Run 1, signal wires on met1:
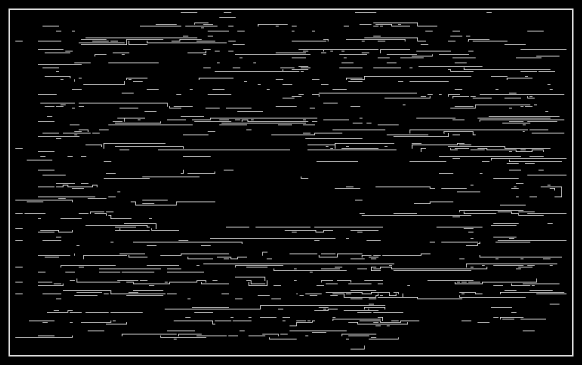
Run 1, met2 routing:
Scale bar: 20 microns.
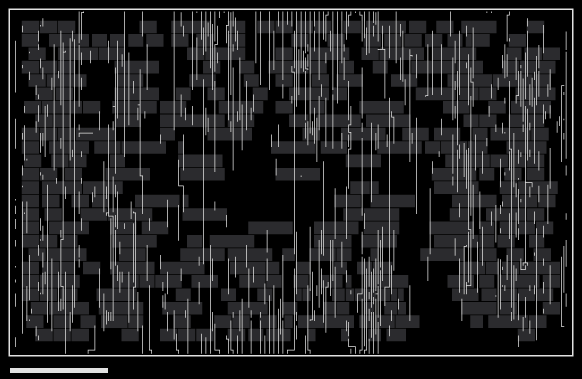
Run 1, signal wires on met3:
Scale bar: 20 microns.
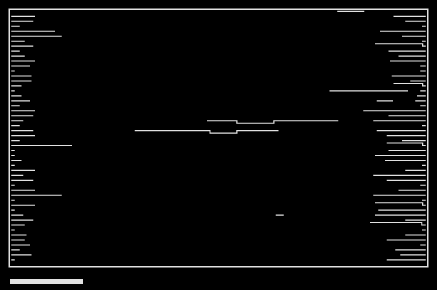
$ cat src/rtl/mux_n_stream_reg_if.sv
// Handshake bundle for mux_n_stream_reg: N input channels in, one registered stream out.
`timescale 1ns/100ps
interface mux_n_stream_reg_if #(
    parameter int N = 4,
    parameter int W = 32
);
    localparam int SW = $clog2(N);

    logic [N*W-1:0] in_data;
    logic [N-1:0]   in_valid;
    logic [N-1:0]   in_ready;
    logic [SW-1:0]  sel;
    logic [W-1:0]   out_data;
    logic           out_valid;
    logic           out_ready;
    logic [SW-1:0]  out_chan;

    modport master (
        output in_data, in_valid, sel, out_ready,
        input  in_ready, out_data, out_valid, out_chan
    );
    modport slave (
        input  in_data, in_valid, sel, out_ready,
        output in_ready, out_data, out_valid, out_chan
    );
endinterface

$ cat src/rtl/mux_n_stream_reg.sv
// N-to-1 registered stream mux, external select (MODE 0) or round-robin (MODE 1).
// Define MUXN_XFER_CNT_EN to add the 16-bit accepted-transfer counter port xfer_cnt.
`timescale 1ns/100ps
module mux_n_stream_reg #(
    parameter int N    = 4,
    parameter int W    = 32,
    parameter int MODE = 0
) (
    input logic               clk,
    input logic               rst,
    mux_n_stream_reg_if.slave bus
`ifdef MUXN_XFER_CNT_EN
    ,
    output logic [15:0]       xfer_cnt
`endif
);
    localparam int SW = $clog2(N);

    logic [SW-1:0] g;
    logic          gv;
    logic [SW-1:0] rr_ptr;
    logic [N-1:0]  rdy;
    logic [W-1:0]  sel_data;
    logic          load;
    logic          accept;
    logic [W-1:0]  data_q;
    logic [SW-1:0] chan_q;
    logic          valid_q;
    int            idx;

    assign load = !valid_q || bus.out_ready;

    // Round-robin scans from rr_ptr upward with wraparound; first valid wins.
    always_comb begin
        g   = '0;
        gv  = 1'b0;
        idx = 0;
        if (MODE == 0) begin
            g  = bus.sel;
            gv = (int'(bus.sel) < N);
        end else begin
            for (int k = 0; k < N; k++) begin
                idx = int'(rr_ptr) + k;
                if (idx >= N) idx = idx - N;
                if (!gv && bus.in_valid[idx]) begin
                    g  = SW'(idx);
                    gv = 1'b1;
                end
            end
        end
    end

    always_comb begin
        rdy      = '0;
        sel_data = '0;
        for (int i = 0; i < N; i++) begin
            rdy[i] = load && gv && (g == SW'(i));
            if (g == SW'(i)) sel_data = bus.in_data[i*W +: W];
        end
    end

    assign accept       = |(rdy & bus.in_valid);
    assign bus.in_ready = rdy;

    always_ff @(posedge clk or posedge rst) begin
        if (rst) begin
            valid_q <= 1'b0;
            data_q  <= '0;
            chan_q  <= '0;
        end else if (load) begin
            if (accept) begin
                valid_q <= 1'b1;
                data_q  <= sel_data;
                chan_q  <= g;
            end else begin
                valid_q <= 1'b0;
            end
        end
    end

    always_ff @(posedge clk or posedge rst) begin
        if (rst)
            rr_ptr <= '0;
        else if (MODE == 1 && accept)
            rr_ptr <= (g == SW'(N-1)) ? '0 : g + 1'b1;
    end

`ifdef MUXN_XFER_CNT_EN
    always_ff @(posedge clk or posedge rst) begin
        if (rst)
            xfer_cnt <= '0;
        else if (accept)
            xfer_cnt <= xfer_cnt + 16'd1;
    end
`endif

    assign bus.out_valid = valid_q;
    assign bus.out_data  = data_q;
    assign bus.out_chan  = chan_q;
endmodule

$ cat src/flat_wrapper.sv
// flat-port wrapper written by rule: the top's interface ports become plain ports
module mux_n_stream_reg_flat 
#(
    parameter int N    = 4,
    parameter int W    = 32,
    parameter int MODE = 0
)
  (clk, rst, bus_in_data, bus_in_valid, bus_sel, bus_out_ready, bus_in_ready, bus_out_data, bus_out_valid, bus_out_chan);
  mux_n_stream_reg_if #(.N(N), .W(W)) bus_i ();
  input logic clk;
  input logic rst;
  input wire logic [$bits(bus_i.in_data)-1:0] bus_in_data;
  input wire logic [$bits(bus_i.in_valid)-1:0] bus_in_valid;
  input wire logic [$bits(bus_i.sel)-1:0] bus_sel;
  input wire logic [$bits(bus_i.out_ready)-1:0] bus_out_ready;
  output wire logic [$bits(bus_i.in_ready)-1:0] bus_in_ready;
  output wire logic [$bits(bus_i.out_data)-1:0] bus_out_data;
  output wire logic [$bits(bus_i.out_valid)-1:0] bus_out_valid;
  output wire logic [$bits(bus_i.out_chan)-1:0] bus_out_chan;
  assign bus_i.in_data = bus_in_data;
  assign bus_i.in_valid = bus_in_valid;
  assign bus_i.sel = bus_sel;
  assign bus_i.out_ready = bus_out_ready;
  assign bus_in_ready = bus_i.in_ready;
  assign bus_out_data = bus_i.out_data;
  assign bus_out_valid = bus_i.out_valid;
  assign bus_out_chan = bus_i.out_chan;
  mux_n_stream_reg #(.N(N), .W(W), .MODE(MODE)) u_core (.clk(clk), .rst(rst), .bus(bus_i));
endmodule
$ cat config.mk
export PLATFORM = sky130hd
export DESIGN_NAME = mux_n_stream_reg_flat
export DESIGN_NICKNAME = d
export VERILOG_FILES = /design/src/rtl/mux_n_stream_reg_if.sv /design/src/rtl/mux_n_stream_reg.sv /design/src/flat_wrapper.sv
export SDC_FILE = /design/constraint.sdc
export NUM_CORES = 1
export LEC_CHECK = 0
export ABC_CLOCK_PERIOD_IN_PS = 1400
export CAP_MARGIN = 20
export CORE_ASPECT_RATIO = 0.6
export CORE_MARGIN = 2
export CORE_UTILIZATION = 30
export DETAILED_ROUTE_END_ITERATION = 8
export HOLD_SLACK_MARGIN = 0.1
export PLACE_DENSITY = 0.78
export SLEW_MARGIN = 20
export SYNTH_ARGS = -nofsm -noshare
export SYNTH_HDL_FRONTEND = slang
export SYNTH_SLANG_ARGS = --single-unit
$ cat constraint.sdc
create_clock -name clk -period 1.4 [get_ports clk]
set_input_delay 0.28 -clock clk [delete_from_list [all_inputs] [get_ports clk]]
set_output_delay 0.28 -clock clk [all_outputs]
set_load 0.01 [all_outputs]
==> GITHUB_STEP_SUMMARY, run 1 <==
### Metrics collected by this job

| Metric | Value |
|---|---|
| Top cells, area | `dfrtp_1, mux4_2, mux2_2, buf_6, mux2_1` |
| Resize count post-CTS | `74` |
| Share of cells above drive strength 1 | `0.336` |
| Top Layout Cells | `clkdlybuf4s50_1, dlygate4sd2_1, dfrtp_1, mux4_2, mux2_4` |
| Fin. max-slew vios | `0` |
| Detailed Routing Iterations Pass 1 | `4` |
| Detail Route Antenna Nets | `0` |
| Area delta synth->final | `105%` |
| Core area | `0.00715 sq mm` |
| Final Hold Vio Count | `0` |
| Cells on worst reg2reg path | `6` |
| Worst-path maximum fanout | `3` |
| Clock slew at reported path FFs | `0.05 ns` |
| Initial antenna violation count | `0` |
| Status | `finished with violations` |
| Die width | `114 microns` |
| Area leader share | `0.401` |
| Post-Route Setup TNS | `-4.44 ns` |
| XORs/XNORs by Area | `0` |
| YS chip area | `0.00218 sq mm` |
| Port buffer count | `175` |
| Die ar. | `0.00800 sq mm` |
| Hold_buf cts | `0` |
| Crit-path cells | `nor2b_4, buf_4, nor3_1, buf_2` |
| Worst setup margin | `-0.156 ns` |
| # setup viols final | `37` |
| Violated checks | `setup timing` |
| Flop2flop setup slack | `-0.15 ns` |
| CTS Buffer Depth | `2` |
| Worst r2r src | `u_core.bus.out_valid` |
| Final instance area | `0.00448 sq mm` |
| Max Cap Viol | `0` |
| Total GRT Usage | `0.169` |
| Worst EP arrival | `1.28 ns` |
| CP max stage delay | `0.39 ns` |
| Max Clk Rate | `643 MHz` |
| Synth mux share | `0.512` |
| Crit path capture | `bus_in_ready[0]` |
| Number of warnings in the stage logs | `29` |
-- 'signal wires on met1' (at the start) --
The layer carries 2850 microns of wire. The wires run mostly horizontal. The longest straight run is 38.6 microns.
vias: 1967
met1 usage: 0.211
routed wire length: 6920 microns

-- 'met2 routing' (at the start) --
The layer holds 48% of the routed length. 416 nets have wire on it. The layer carries 3330 microns of wire. The wires run mostly vertical. The longest straight run is 54.4 microns.
met2 Use GR: 0.290

-- 'signal wires on met3' (at the start) --
105 nets have wire on it. The longest straight run is 21.2 microns. The layer carries 708 microns of wire. The wires run mostly horizontal. The layer holds 10% of the routed length.
met3 GRT Util: 0.0556

[run 1: final cells by class]
class,count,area (sq um),area share
repair buffers,200,2010,0.448
multi-input cells,79,1330,0.298
flip-flops and latches,35,876,0.196
clock buffers,7,133,0.0296
well taps,91,114,0.0254
inverters,2,7.51,0.00168
clock inverters,1,5.00,0.00112
[run 1: per-layer routing]
layer / up-vias / routed length [microns] / global-route usage
li1: 907 / - / -
met1: 947 / 2850 / 0.211
met2: 111 / 3330 / 0.290
met3: 2 / 708 / 0.0556
met4: 0 / 29 / 0.0285
met5: - / 0 / 0
[run 1: logic make-up (layout without fill, tap and decap cells)]
kind of cell           after synthesis  after routing
multiplexers                        67             67
AND/OR/NAND/NOR                     10             10
AND-OR/OR-AND                        2              2
flip-flops                          35             35
buffers and inverters               13            210
[run 1: power breakdown]
group / switching [W] / internal (W)
logic: 0.000611 / 0.00124
registers: 0.000137 / 0.00128
clock network: 0.000366 / 0.000656
total: 0.00111 / 0.00318
[run 1: worst max-delay path: cells and delay by family (launching register included)]
family,cells,cell delay (ns)
buffers and inverters,2,0.30
DFF,1,0.39
and+or+nand+nor,2,0.31
[run 1: registers in the layout, summed over array words and instances (netlist names)]
register,count
u_core.bus.out_data,32
u_core.bus.out_valid,1
u_core.bus.out_chan,2
[run 1: how the worst min path moves through the flow]
stage | end | start | slack, ns
finish | u_core.bus.out_data[11] | rst | 0.36
CTS | u_core.bus.out_data[11] | rst | 0.36
global placement | u_core.bus.out_data[24] | u_core.bus.out_data[24] | 0.48
floorplan | u_core.bus.out_chan[0] | rst | 0.43
global route | u_core.bus.out_chan[1] | rst | 0.39
detailed placement | u_core.bus.out_data[24] | u_core.bus.out_data[24] | 0.48
==> run 2, diff against run 1 <==
- SLEW_MARGIN: 20 -> unset
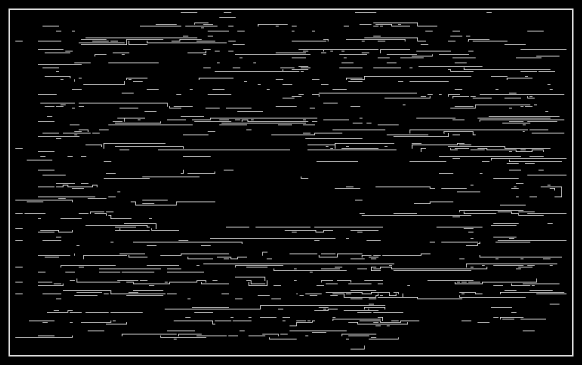
Run 2: signal wires on met1
The longest straight run is 38.6 microns. 388 nets have wire on it. The layer holds 41% of the routed length.

==> GITHUB_STEP_SUMMARY, run 2 <==
### Metrics collected by this job

| Metric | Value |
|---|---|
| Status | `finished with violations (unchanged)` |
| Violated checks | `setup timing (unchanged)` |
| Placed Area | `0.00413 sq mm (unchanged)` |
| Routed wire length | `6920 microns (unchanged)` |
| Die ar. | `0.00800 sq mm (unchanged)` |
| Register area | `876 sq um (unchanged)` |
| Hold_buf cts | `0 (unchanged)` |
| Detail Route Antenna Nets | `0 (unchanged)` |
| Worst setup margin | `-0.156 ns (unchanged)` |
| Max Clk Rate | `643 MHz (unchanged)` |
| YS chip area | `0.00218 sq mm (unchanged)` |
| # setup viols final | `37 (unchanged)` |
| Top cells, area | `dfrtp_1, mux4_2, mux2_2, buf_6, mux2_1 (unchanged)` |
| Crit-path cells | `nor2b_4, buf_4, nor3_1, buf_2 (unchanged)` |
| Core area | `0.00715 sq mm (unchanged)` |
| Vias | `1967 (unchanged)` |
| Area delta synth->final | `105% (unchanged)` |
| Top delay family on crit path | `flip-flops (unchanged)` |
| Final Hold Vio Count | `0 (unchanged)` |
| Worst EP arrival | `1.28 ns (about the same)` |
| Max reg flops | `32 (unchanged)` |
| Detailed Routing Iterations Pass 1 | `4 (unchanged)` |
| Logic area | `0.00133 sq mm (unchanged)` |
| CP max stage delay | `0.39 ns (about the same)` |
| Worst r2r src | `u_core.bus.out_valid (unchanged)` |
| Top Layout Cells | `clkdlybuf4s50_1, dlygate4sd2_1, dfrtp_1, mux4_2, mux2_4 (unchanged)` |
| Initial antenna violation count | `0 (unchanged)` |
| Flop2flop setup slack | `-0.15 ns (about the same)` |
| Worst-path maximum fanout | `3 (unchanged)` |
| Max Cap Viol | `0 (unchanged)` |
| CP Buf/Inv Count | `2 (unchanged)` |
| Cells on worst reg2reg path | `6 (unchanged)` |
| Final instance area | `0.00448 sq mm (unchanged)` |
| Post-Route Setup TNS | `-4.44 ns (unchanged)` |
| Clock slew at reported path FFs | `0.05 ns (about the same)` |
| Area leader share | `0.401 (unchanged)` |
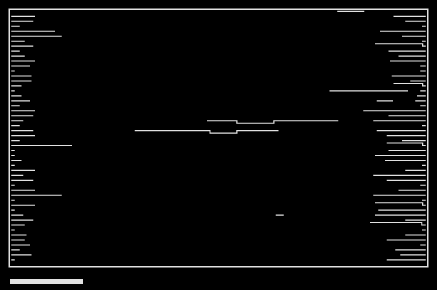
Run 2: signal wires on met3
Scale bar: 20 microns.
The longest straight run is 21.2 microns. 105 nets have wire on it. The layer carries 708 microns of wire. The wires run mostly horizontal. The layer holds 10% of the routed length.

==> run 2: how the worst max path moves through the flow <==
stage	startpoint	to	slack, ns	cells after the start
6_report	u_core.bus.out_valid	bus_in_ready[0]	-0.16	4
3_5_place_dp	bus_out_ready	u_core.bus.out_data[16]	-0.56	7
4_1_cts	u_core.bus.out_valid	u_core.bus.out_data[12]	-0.19	7
5_1_grt	u_core.bus.out_valid	u_core.bus.out_data[29]	-0.24	6
3_3_place_gp	bus_out_ready	u_core.bus.out_data[13]	-0.50	7
2_1_floorplan	u_core.bus.out_valid	u_core.bus.out_data[17]	-0.11	5
==> run 2: metal layers <==
metal | routed length [microns] | share of wire | vias up | global-route usage
li1 | - | - | 907 | -
met3 | 708 | 0.10 | 2 | 0.0556
met5 | 0 | 0 | - | 0
met1 | 2850 | 0.41 | 947 | 0.211
met4 | 29 | 0.0042 | 0 | 0.0285
met2 | 3330 | 0.48 | 111 | 0.290
==> run 2: final cells by class <==
class,instances,area share
clock inverters,1,0.00112
inverters,2,0.00168
repair buffers,200,0.448
well taps,91,0.0254
clock buffers,7,0.0296
flip-flops and latches,35,0.196
multi-input cells,79,0.298
==> run 2: report_power, final <==
part | internal, W | leakage (nW) | switching (W)
combinational | 0.00124 | 1.45 | 0.000611
clock | 0.000656 | 0.0679 | 0.000366
sequential | 0.00128 | 0.409 | 0.000137
total | 0.00318 | 1.93 | 0.00111
==> run 2: cells by family (layout without fill, tap and decap cells) <==
kind of cell           Yosys count  after routing  synth area share
AND-OR/OR-AND                    2              2            0.0120
buffers and inverters           13            210            0.0487
flip-flops                      35             35             0.401
multiplexers                    67             67             0.512
AND/OR/NAND/NOR                 10             10            0.0264
==> run 2: repair_timing <==
action,CTS,global route
setup buffers,8,3
cloned,2,2
endpoints found under the setup margin,72,38
resized,74,25
pin swaps,3,2
No activity file was given, so power comes from the tool's default toggle rates.
